**src/rtl/dbg_scan_pkg.sv**
```systemverilog
// Shared types and constants for the debug memory-dump scanner.
package dbg_scan_pkg;

    typedef enum logic [1:0] {
        IDLE = 2'd0,
        REQ  = 2'd1,
        WAIT = 2'd2,
        PUB  = 2'd3
    } scan_state_t;

    localparam logic [31:0] BAD_DATA_DEF = 32'hDEAD_BEEF;

    localparam logic SRC_ROM = 1'b0;
    localparam logic SRC_RAM = 1'b1;

endpackage

```
**src/rtl/dbg_scan_timeout.sv**
```systemverilog
// Read-wait watchdog: reloads on clr, counts down while en, flags expire at terminal count.
module dbg_scan_timeout #(
    parameter int TIMEOUT = 15
) (
    input  logic clk,
    input  logic rstn,
    input  logic clr,
    input  logic en,
    output logic expire
);

    localparam int CW = $clog2(TIMEOUT + 1);

    logic [CW-1:0] cnt;

    // Loaded with TIMEOUT-1 so that expire is high on the TIMEOUT-th enabled cycle.
    always_ff @(posedge clk or negedge rstn) begin
        if (!rstn) begin
            cnt <= '0;
        end else if (clr) begin
            cnt <= CW'(TIMEOUT - 1);
        end else if (en && (cnt != '0)) begin
            cnt <= cnt - 1'b1;
        end
    end

    assign expire = (cnt == '0);

endmodule

```
**src/rtl/dbg_mem_scanner.sv**
```systemverilog
// Sweeps ROM or RAM through the shared debug read port and publishes
// coherent address/data pairs for the VGA debug console.
//
// state | meaning
// IDLE  | no scan in progress; waits for frame_start or a pending restart
// REQ   | read request for word idx held on the debug port until granted
// WAIT  | granted, waiting for rvalid or watchdog expiry
// PUB   | MEM_Addr/MEM_Data just updated, scan_valid high
module dbg_mem_scanner
    import dbg_scan_pkg::*;
#(
    parameter int          ADDR_W   = 7,
    parameter int          TIMEOUT  = 15,
    parameter logic [31:0] BAD_DATA = BAD_DATA_DEF
) (
    input  logic        clk,
    input  logic        rstn,
    input  logic        enable,
    input  logic        frame_start,
    input  logic        sel_ram,
    output logic        mem_req,
    output logic        mem_ram,
    output logic [31:0] mem_addr,
    input  logic        mem_gnt,
    input  logic        mem_rvalid,
    input  logic [31:0] mem_rdata,
    output logic [31:0] MEM_Addr,
    output logic [31:0] MEM_Data,
    output logic        scan_valid,
    output logic        scan_done,
    output logic        busy
);

    scan_state_t       state, state_nxt;
    logic [ADDR_W-1:0] idx;
    logic              src;
    logic              pending;
    logic              abort_q;
    logic              start;
    logic              pub_load;
    logic [31:0]       pub_data;
    logic              tmo_clr;
    logic              tmo_expire;
    logic              idx_inc;
    logic              src_changed;
    logic              abort_now;
    logic              last_word;
    logic [31:0]       word_addr;

    assign word_addr   = {{(32-ADDR_W-2){1'b0}}, idx, 2'b00};
    assign last_word   = (idx == '1);
    assign src_changed = (sel_ram != src);
    assign abort_now   = abort_q | src_changed | ~enable;

    assign mem_req  = (state == REQ);
    assign mem_ram  = (state == REQ) & src;
    assign mem_addr = (state == REQ) ? word_addr : '0;
    assign busy     = (state != IDLE);

    dbg_scan_timeout #(.TIMEOUT(TIMEOUT)) u_timeout (
        .clk    (clk),
        .rstn   (rstn),
        .clr    (tmo_clr),
        .en     (state == WAIT),
        .expire (tmo_expire)
    );

    always_comb begin
        state_nxt = state;
        start     = 1'b0;
        pub_load  = 1'b0;
        pub_data  = mem_rdata;
        tmo_clr   = 1'b0;
        idx_inc   = 1'b0;
        case (state)
            IDLE: begin
                if (enable && (frame_start || pending)) begin
                    state_nxt = REQ;
                    start     = 1'b1;
                end
            end
            REQ: begin
                if (mem_gnt) begin
                    tmo_clr = 1'b1;
                    if (mem_rvalid) begin
                        state_nxt = PUB;
                        pub_load  = 1'b1;
                    end else begin
                        state_nxt = WAIT;
                    end
                end
            end
            WAIT: begin
                if (mem_rvalid) begin
                    state_nxt = PUB;
                    pub_load  = 1'b1;
                end else if (tmo_expire) begin
                    state_nxt = PUB;
                    pub_load  = 1'b1;
                    pub_data  = BAD_DATA;
                end
            end
            PUB: begin
                // Completing the last word wins over an abort so scan_done is never lost.
                if (last_word || abort_now) begin
                    state_nxt = IDLE;
                end else begin
                    state_nxt = REQ;
                    idx_inc   = 1'b1;
                end
            end
            default: state_nxt = IDLE;
        endcase
    end

    always_ff @(posedge clk or negedge rstn) begin
        if (!rstn) begin
            state      <= IDLE;
            idx        <= '0;
            src        <= SRC_ROM;
            pending    <= 1'b0;
            abort_q    <= 1'b0;
            MEM_Addr   <= '0;
            MEM_Data   <= '0;
            scan_valid <= 1'b0;
            scan_done  <= 1'b0;
        end else begin
            state      <= state_nxt;
            scan_valid <= pub_load;
            scan_done  <= pub_load & last_word;
            if (pub_load) begin
                MEM_Addr <= word_addr;
                MEM_Data <= pub_data;
            end
            if (start) begin
                src     <= sel_ram;
                idx     <= '0;
                pending <= 1'b0;
                abort_q <= 1'b0;
            end else begin
                if (idx_inc) begin
                    idx <= idx + 1'b1;
                end
                if (busy) begin
                    if (frame_start || src_changed) begin
                        pending <= 1'b1;
                    end
                    if (src_changed || !enable) begin
                        abort_q <= 1'b1;
                    end
                end
            end
        end
    end

endmodule
```
**config.mk**
```make
export PLATFORM = sky130hd
export DESIGN_NAME = dbg_mem_scanner
export DESIGN_NICKNAME = d
export VERILOG_FILES = /design/src/rtl/dbg_scan_pkg.sv /design/src/rtl/dbg_scan_timeout.sv /design/src/rtl/dbg_mem_scanner.sv
export SDC_FILE = /design/constraint.sdc
export NUM_CORES = 1
export LEC_CHECK = 0
export CAP_MARGIN = 30
export CORE_MARGIN = 2
export CORE_UTILIZATION = 37
export CTS_CLUSTER_DIAMETER = 80
export DETAILED_ROUTE_END_ITERATION = 16
export PLACE_DENSITY = 0.86
export SETUP_SLACK_MARGIN = 0.05
export SYNTH_ARGS = -nofsm -noshare
export SYNTH_HDL_FRONTEND = slang
export SYNTH_HIERARCHICAL = 1
export SYNTH_SLANG_ARGS = --single-unit
```
**constraint.sdc**
```tcl
create_clock -name clk -period 1.9 [get_ports clk]
set_input_delay 0.38 -clock clk [delete_from_list [all_inputs] [get_ports clk]]
set_output_delay 0.38 -clock clk [all_outputs]
set_load 0.005 [all_outputs]
```
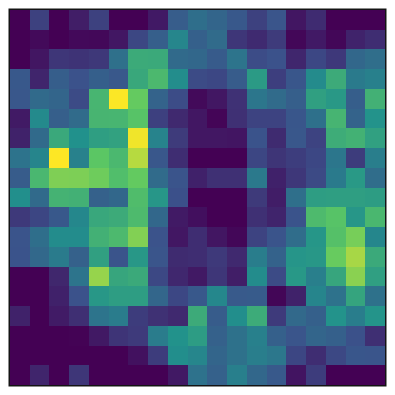
(images/route_heat.png)
Drawn at 4 px/um. The die is cut into 19 by 19 equal tiles; dark purple is low, yellow is high, scaled to the fullest tile. Values are wire area over tile area, all layers added.
fullest tile	0.42
emptiest ninth of the die	bottom left
mean over tiles	0.13
routed wire length: 7.06 mm
DR WL/cell: 13.2 um

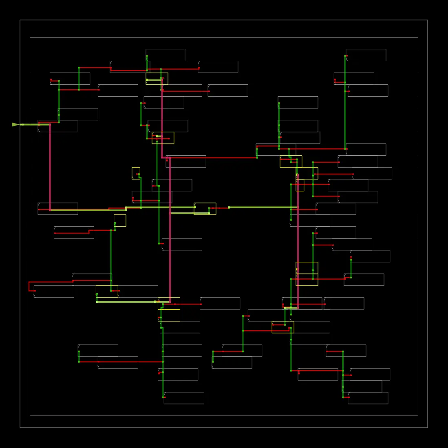
(images/clock_nets.png)
Insertion Delay late pin: 330 ps
CTS Sinks: 57
final setup skew: 8.75 ps
sequential cell count: 57
clkbuf count: 11

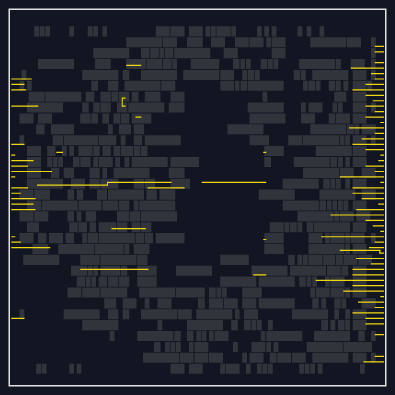
(images/m3.png)
Drawn at 4 px/um.
longest straight run	17.5 um
share of all routed wire	6.4%
nets with wire on the layer	77
met3 usage: 3.69%
via count: 2,410

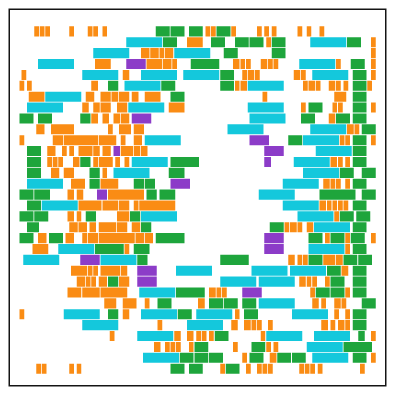
(images/class_map.png)
Drawn at 4 px/um.
colour	class	cells	share of their area
purple	clock drivers and dummy loads	14	4.1%
green	remaining buffers and delay cells	114	29%
orange	remaining logic cells	248	33%
cyan	registers	57	34%
Seq/total area: 33.2%
Cell Rows: 32

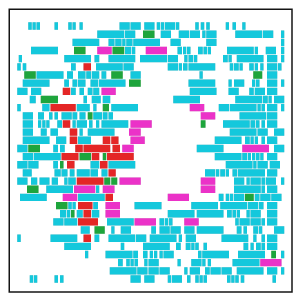
(images/sizing.png)
Drawn at 3 px/um.
colour	size	cells	most used
magenta	x6 and larger	22	clkbuf_8
red	x3 and x4	23	buf_4
cyan	x1 and smaller	365	clkdlybuf4s50_1
green	x2	23	mux2_2

-- power by group through the flow --
stage	registers, mW	clock network [mW]	logic [mW]
finish	1.92	0.975	2.62
global placement	1.90	0	2.16
detailed placement	1.93	0	2.25
CTS	1.92	1.01	2.41
global route	1.97	1.07	2.89
floorplan	1.93	0	1.05
-- worst max path at each step --
stage,endpoint,slack (ps)
floorplan,MEM_Addr[5],90
finish,busy,80
CTS,mem_addr[5],50
global route,MEM_Data[23],20
global placement,idx[5],-20
detailed placement,idx[5],-80
-- critical path, stage by stage (launching register included) --
cell	delay [ps]
dfrtp_1	370
inv_2	70
buf_4	130
buf_4	140
ha_4	160
inv_2	50
clkdlybuf4s15_2	190
==> run_results.csv <==
group,metric,value,unit
final_layout,clk_share,3.93,%
route,drcViolationCount,0,
final_layout,drive_above_1_share,15.7,%
final_layout,layout_top_cell,"clkdlybuf4s50_1",
setup_path,r2r-start,"u_timeout/cnt[1]",
global_routing,grt.overflow.total,0,
synth,yosys_area,2980,um^2
die,die_height,93.8,um
global_routing,grt_max_degree,58,
final_timing,fin_ws,84.6,ps
synth,synthCells,318,
power,total_power,5.51,mW
final_timing,holdWs,38.9,ps
synth,most_common_cell,"dfrtp_1",
power,swShare,32.7,%
setup_path,worstSetupPathType,"reg -> out",
clocking,htree_levels,3,
synth,ys_async_sr_fraction,100,%
global_routing,met1_usage,18.8,%
synth,aoi_share,11.5,%
final_timing,fin_crit_sh,95.5,%
final_timing,rsz0062_at_grt,"no",
power,combPwrFrac,47.6,%
route,post_drt_via_cell_ratio,4.50,
route,dr.pass1.iters,4,
synth,xor_area_share,0.546,%
clocking,clkTransAtPathRegs,60,ps
synth,ys_types,44,
placed_design,port_buffers,89,
route,m1WireLength,2.93,mm
final_layout,postLayoutCoreUtil,55.3,%
power,internal-power,3.71,mW
synth,simple_gate_share,18.3,%
die,dieWidth,93.8,um
synth,synthMuxAreaShare,3.74,%
final_layout,lay_top_cells,"clkdlybuf4s50_1 (78), dfrtp_1 (57), conb_1 (50), nand2_1 (47), nor2_1 (33)",
synth,ys_top_logic_family,"simple AND/OR/NAND/NOR gates",
setup_path,startpoint_type,"register",
status,status,"finished, final reports clean",
synth,synthFlopType,"dfrtp_1",
placed_design,post-place-ws,-78.9,ps
final_timing,setup_viol,0,
final_layout,final_cell_area,4290,um^2
final_layout,dominant_cells,"registers",
setup_path,critPathMaxFanout,2,
clocking,cts_tree,"built",
final_timing,layout_min_cycle_time,1820,ps
final_layout,flop_area,1430,um^2
power,power_frac_clock,17.7,%
final_layout,nets,476,
power,netSwitchingPower,1.80,mW
die,taps,102,
synth,syn_area,2980,um^2
placed_design,dp_hpwl,5.02,mm
final_layout,comb_area,1350,um^2
run,warning_count,30,
synth,yosys_cells,318,
synth,yosysTopAreaCellShare,47.9,%
setup_path,r2r_end,"MEM_Addr[7]",
setup_path,rr_worst_depth,7,
die,io_pins,140,
final_layout,final-instance-count-excl-fill,535,
synth,yosys_warnings,6,
setup_path,reg2reg_setup_slack,110,ps
final_layout,area_growth,44.1,%
synth,synthTopCellsByCount,"dfrtp_1 (57), buf_4 (50), nand2_1 (47)",
placed_design,dpl-instance-area,3930,um^2
final_timing,clock.fmax,551,MHz
final_layout,comb_area_share,31.5,%
run,drv_cap,0,
route,met2_length,3.58,mm
global_routing,grt_use_total,15.7,%
global_routing,antenna_found_initial,0,
placed_design,place_inst,510,
final_layout,num_antenna_cells,0,
synth,edf_count,0,
clocking,cts_setup_buffers,5,
final_timing,hold_viol_final,0,
final_layout,inverters_excl_clock,7,
final_layout,buffer_area_share,27.7,%
setup_path,critPathRequiredTime,1520,ps
final_layout,largest_reg_flops,32,
clocking,cts_buffers,9,
power,p_per_area,1280,nW/um^2
No activity file was given, so power comes from the tool's default toggle rates.
